Design fetch_sequencer_flat, sky130hd; sources not shown.
Figure 1. Clock wires, drivers and flops (run 1).
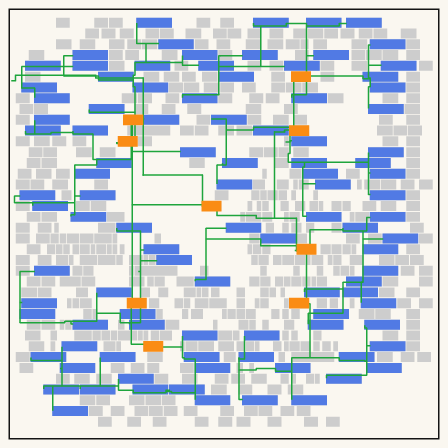
Blue marks flip-flops, count 99. Green marks clock wires, length 1160 µm. Orange marks clock-net drivers, count 9.
Position of the flops: widely spread.
clock power share: 18.1%
power of the clock network: 0.000335 W
Clock Skew: 0.01024 ns
Clk Latency, worst-skew pair: 0.36 ns

Figure 2. Cell classes on the final placement (run 1).
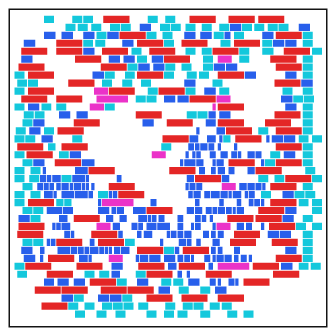
Magenta marks clock drivers and dummy loads, cells 13, share of their area 3.4%. Red marks sequential cells, cells 99, share of their area 39%. Cyan marks remaining buffers and delay cells, cells 172, share of their area 27%. Blue marks remaining logic cells, cells 255, share of their area 31%.
post-route standard cell area excluding fillers: 6519 µm²
core area: 10890 µm²
core utilization of the finished layout: 59.87%

Figure 3. Ports around the boundary (run 1).
Pins as bars across the die edge, other pins in gray.
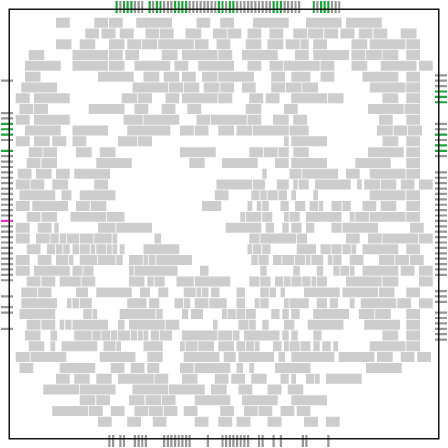
Magenta marks stall, pins 1, direction input, edge west. Green marks imem_imem_rsp_data, pins 32, direction input, edge 22 north, 6 east, 4 west.
All pins by edge: 58 north, 42 east, 36 west, 32 south.
die boundary width: 107.9 µm
die height: 107.9 µm
tally of buffers added on design ports: 167

==> datasheet_impl.txt, run 1 <==
Implementation parameters

Parameter                              Value

Outcome
  Run status    finished, final reports clean

Setup path
  Startpoint class of the critical path    primary input
  FF-to-FF setup slack    6.29 ns
  Crit path capture type    flip-flop
  Critical path class    primary input to flip-flop
  Worst endpoint data arrival time    roughly 3.5 ns

Final timing
  Min Tclk post-route    around 3.2 ns
  Max Transition Viols Final    0
  Worst slack on hold paths    about 0.5 ns
  Worst-margin pin slew    ~0.72 ns
  Post-route setup TNS    0 ns
  Unrepaired setup endpoints after global routing    false
  Max Clk Rate    a little over 300 MHz
  Post-route fraction of the period consumed by the critical path    36.92%
  Setup violations, final    0
  Worst setup slack after layout    about 5.5 ns

Cells and area
  Non-clock buffer count    172
  Filler instances    ~930
  #MultiIn Comb    246
  Seq. cell area    about 2500 µm²
  Relative area of clock buffers and inverters in the final design    around 3.3%
  Most frequent cells in the layout    167 x sky130_fd_sc_hd__clkdlybuf4s50_1, 99 x sky130_fd_sc_hd__dfrtp_1, 69 x sky130_fd_sc_hd__mux2_2
  Buffering overhead    26.28%
  Most common cell after layout, fill and taps aside    sky130_fd_sc_hd__clkdlybuf4s50_1
  Final-layout clock buffer total    9
  Area overhead of the layout relative to synthesis    45.25%
  Biggest area consumer among cell classes    registers
  Share of cells above drive strength 1    between 10% and 20%
  Number of standard cells in the layout, taps in and fillers out    679
  Area occupied by multi-input gates    roughly 1900 µm²
  Count of inserted antenna diode cells    0
  Register fraction of the total cell area    about two fifths

Synth
  Synth Net Count    449
  Leading area contributor after synthesis    sky130_fd_sc_hd__dfrtp_1
  Largest logic family    multiplexers
  Synth Register Bits    99
  Yosys warning tally    0
  Top cells by instance count after synthesis    99 x sky130_fd_sc_hd__dfrtp_1, 69 x sky130_fd_sc_hd__mux2_2, 21 x sky130_fd_sc_hd__nand2_1
  Share of async-settable or async-resettable flops after synthesis    100.0%
  Ys cells    roughly 370
  Summed standard-cell area reported by yosys    about 4500 µm²
  Area share of and-or/or-and cells after synthesis    ~7.4%
  Area fraction in and, or, nand and nor cells after synthesis    around 14%
  MUX area fraction    17.76%
  Post-Syn Area    about 4500 µm²
  Count of unique library cells instantiated by Yosys    39
  Gate count of the mapped netlist    between 300 and 400
  Synth top area share    around 55%

Floorplan
  I/O pins    approximately 170
  Tap cell instance count    between 100 and 150
  Pre-placement core utilization    ~40%
  Core Rows    38
  Total die size    between 10000 and 15000 µm²

Pwr
  VDD IR max    ~190 µV
  Sequential Power Share    about two fifths
  Power in combinational cells    between 0.0007 and 0.0008 W
  Main power group    combinational logic
  Net switching power    0.0006202 W
  Seq. pwr    between 0.0007 and 0.0008 W
  Net Sw Frac    around a third
  Power Internal    between 0.001 and 0.0015 W
  Final Total Pwr    ~0.0019 W
  Static power due to leakage    2.657 nW
  Total power per unit cell area    284.8 nW/µm²

Clock network
  Number of setup buffers added after CTS    0
  Root Driver    sky130_fd_sc_hd__clkbuf_8
  CTS tree    built
  H-tree depth    3
  Number of buffers inserted by hold repair at cts    0
  Num CTS Buffers    9
  Count of cells resized by post-cts repair    0
  CTS Sinks    around 99
  Clock-pin transition on the worst setup and hold timing paths    about 0.090 ns

Route
  Met3 WL post-DR    637 µm
  Routed wire length    roughly 11000 µm
  Number of DRC violations after detailed-routing iteration 0    about 160
  Vias    3643
  Drt pass-1 iters    6
  Final routed wire length divided by cell count    about 17 µm
  Detailed route wirelength on metal2    5634 µm

Global routing
  Number of global-route vias before repair    between 3k and 4k
  Initial antenna violation count    0
  GR Util met3    approximately 3.9%

Placed design
  Placement Cell Area    about 6300 µm²
  Placed wire-length estimate    approximately 8100 µm
  Dpl ws    5.155 ns
  Inst Count DP    ~670

Run
  Maxcap violations    0
## run 1: worst max-delay path: stages
cell	delay (ns)
sky130_fd_sc_hd__clkdlybuf4s50_1	0.54
sky130_fd_sc_hd__and4b_1	0.50
sky130_fd_sc_hd__nand4_1	0.37
sky130_fd_sc_hd__or4_1	0.59
sky130_fd_sc_hd__a31oi_1	0.19
## run 1: cell families (layout without fill, tap and decap cells)
family / count (synthesis) / in the layout
AND/OR/NAND/NOR: 111 / 111
flip-flops: 99 / 99
multiplexers: 71 / 71
AND-OR/OR-AND: 50 / 50
buffers and inverters: 28 / 194
XOR/XNOR: 8 / 8
adder cells (fa/ha/maj): 6 / 6
Figure 4. Routing congestion (run 1).
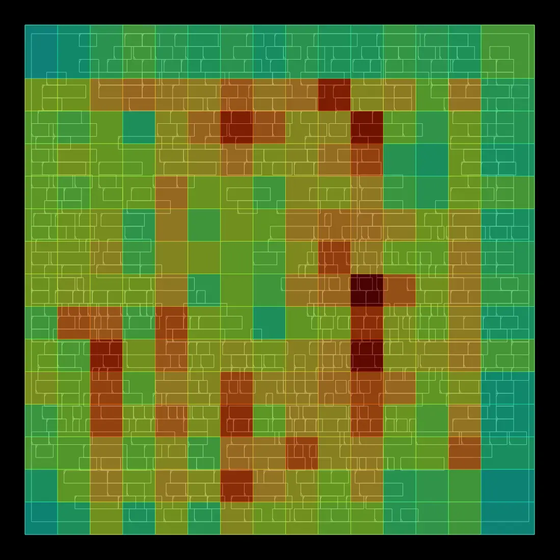

==> run 1 -> run 2 <==
==> constraint.sdc (replaced) <==
create_clock -name clk -period 3.3 [get_ports clk]
set_input_delay 0.495 -clock clk [delete_from_list [all_inputs] [get_ports clk]]
set_output_delay 0.495 -clock clk [all_outputs]
set_load 0.02 [all_outputs]
Figure 5. Routing congestion (run 2).
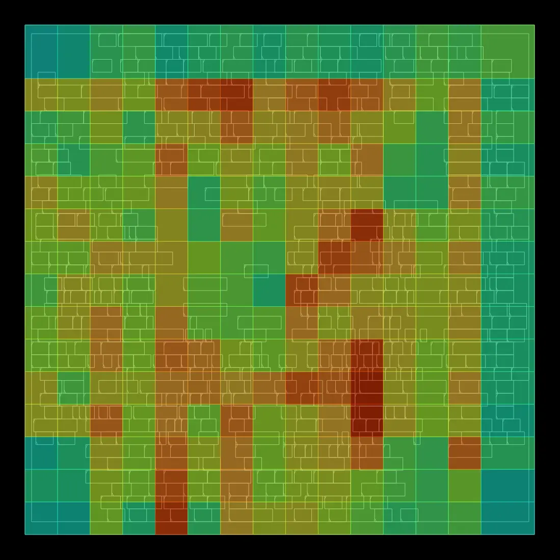
most used routing layer: met2
final routed wire length divided by cell count: 16.27 µm

==> run 2 against run 1 <==
  * Synthesized cell count unchanged
  * First-iteration DRC count decreased by 29%
  * Flip-flop count stayed put
  * Global-route usage shrank 0.084 points
  * Critical endpoint is now imem_imem_req_valid
==> datasheet_impl.txt, run 2 <==
Implementation parameters

Parameter                              Value

Final timing
  Final Hold Fails    0
  Post-route fraction of the period consumed by the critical path    a little under 70%
  Clock Skew    approximately 0.011 ns
  Worst setup slack after layout    between 1 and 1.5 ns
  Post-route setup TNS    0 ns
  Max Transition Viols Final    0
  Setup violations, final    0
  Worst slack on hold paths    approximately 0.5 ns
  Max Clk Rate    440.1 MHz
  Min Tclk post-route    approximately 2.3 ns
  Unrepaired setup endpoints after global routing    false

Setup path
  Startpoint class of the critical path    flip-flop
  WP data required    roughly 2.8 ns
  Logic depth of the worst setup path including buffers    3
  Worst endpoint data arrival time    between 1.5 and 2 ns
  Crit path capture type    output pin
  FF-to-FF setup slack    roughly 1.1 ns
  Count of buffer and inverter cells on the critical path    2
  Critical path class    flip-flop to output pin
  Maximum single-stage delay on the critical path    between 0.6 and 0.7 ns
  Critical path, cell by cell    inv_1 -> ha_1 -> clkdlybuf4s50_1

Floorplan
  Core Rows    38
  Die height    107.9 µm
  Core area    about 11000 µm²
  Die boundary width    between 100 and 150 µm
  Pre-placement core utilization    approximately 41%
  I/O pins    168

Clock network
  Clk Latency, worst-skew pair    roughly 0.36 ns
  Number of buffers inserted by hold repair at cts    0
  Clock-pin transition on the worst setup and hold timing paths    about 0.09 ns
  CTS tree    built
  CTS Sinks    between 90 and 100
  Root Driver    sky130_fd_sc_hd__clkbuf_8
  Number of setup buffers added after CTS    0
  Count of cells resized by post-cts repair    0
  H-tree depth    3
  Num CTS Buffers    9

Synth
  Top cells by instance count after synthesis    99 x sky130_fd_sc_hd__dfrtp_1, 69 x sky130_fd_sc_hd__mux2_2, 21 x sky130_fd_sc_hd__nand2_1
  Leading area contributor after synthesis    sky130_fd_sc_hd__dfrtp_1
  Gate count of the mapped netlist    roughly 370
  Largest logic family    multiplexers
  Synth top area share    a little under three fifths
  Summed standard-cell area reported by yosys    ~4500 µm²
  Ys cells    around 370
  Synth Net Count    roughly 450
  MUX area fraction    around 18%
  Area share of and-or/or-and cells after synthesis    7.388%
  Area fraction in and, or, nand and nor cells after synthesis    roughly 14%
  Yosys warning tally    0
  Count of unique library cells instantiated by Yosys    39
  Synth Register Bits    99
  Share of async-settable or async-resettable flops after synthesis    100.0%
  Area share of xor/xnor cells in the synthesized design    between 1.5 and 2%
  Post-Syn Area    roughly 4500 µm²

Pwr
  Seq. pwr    0.00190 W
  Main power group    combinational logic
  Sequential Power Share    approximately two fifths
  Power Internal    0.003114 W
  Power of the clock network    approximately 0.00076 W
  Final Total Pwr    ~0.0048 W
  Net Sw Frac    34.64%
  Net switching power    around 0.0016 W
  Power in combinational cells    roughly 0.0021 W
  VDD IR max    slightly above 400 µV
  Clock power share    between 10% and 20%
  Static power due to leakage    between 2 and 3 nW

Outcome
  Run status    finished, final reports clean

Global routing
  GR Util met3    between 3 and 4%
  Initial antenna violation count    0
  Number of global-route vias before repair    around 3.6k

Cells and area
  Count of inserted antenna diode cells    0
  Post-route standard cell area excluding fillers    roughly 6500 µm²
  Number of standard cells in the layout, taps in and fillers out    ~700
  Most common cell after layout, fill and taps aside    sky130_fd_sc_hd__clkdlybuf4s50_1
  Area overhead of the layout relative to synthesis    44.77%
  Most frequent cells in the layout    167 x sky130_fd_sc_hd__clkdlybuf4s50_1, 99 x sky130_fd_sc_hd__dfrtp_1, 69 x sky130_fd_sc_hd__mux2_2
  Share of cells above drive strength 1    between 15 and 20%

Run
  Maxcap violations    0

Route
  Number of DRC violations after detailed-routing iteration 0    around 110
  Vias    ~3.7k
  Drt pass-1 iters    4

Placed design
  Placed wire-length estimate    roughly 8100 µm
  Inst Count DP    between 600 and 700
  Tally of buffers added on design ports    167
  Dpl ws    roughly 0.72 ns
  Placement Cell Area    6312 µm²
run 2: cell counts after synthesis:
Identical to the previous run, type by type.
run 2: layout make-up:
| class | instances | area, µm² | area share, % |
|---|---|---|---|
| clock buffer | 9 | 123.9 | 1.906 |
| clock inverter | 7 | 61.31 | 0.9436 |
| inverter | 9 | 36.28 | 0.5584 |
| timing repair buffer | 174 | 1724 | 26.54 |
| sequential | 99 | 2477 | 38.13 |
| tap | 140 | 175.2 | 2.696 |
| multi-input combinational | 246 | 1899 | 29.23 |
run 2: metal layers:
layer / routed length (µm) / vias up
li1: - / 1719
met1: 4846 / 1812
met2: 5588 / 109
met3: 563 / 10
met4: 128 / 0
met5: 0 / -
Power is estimated from default activity; no workload was simulated.
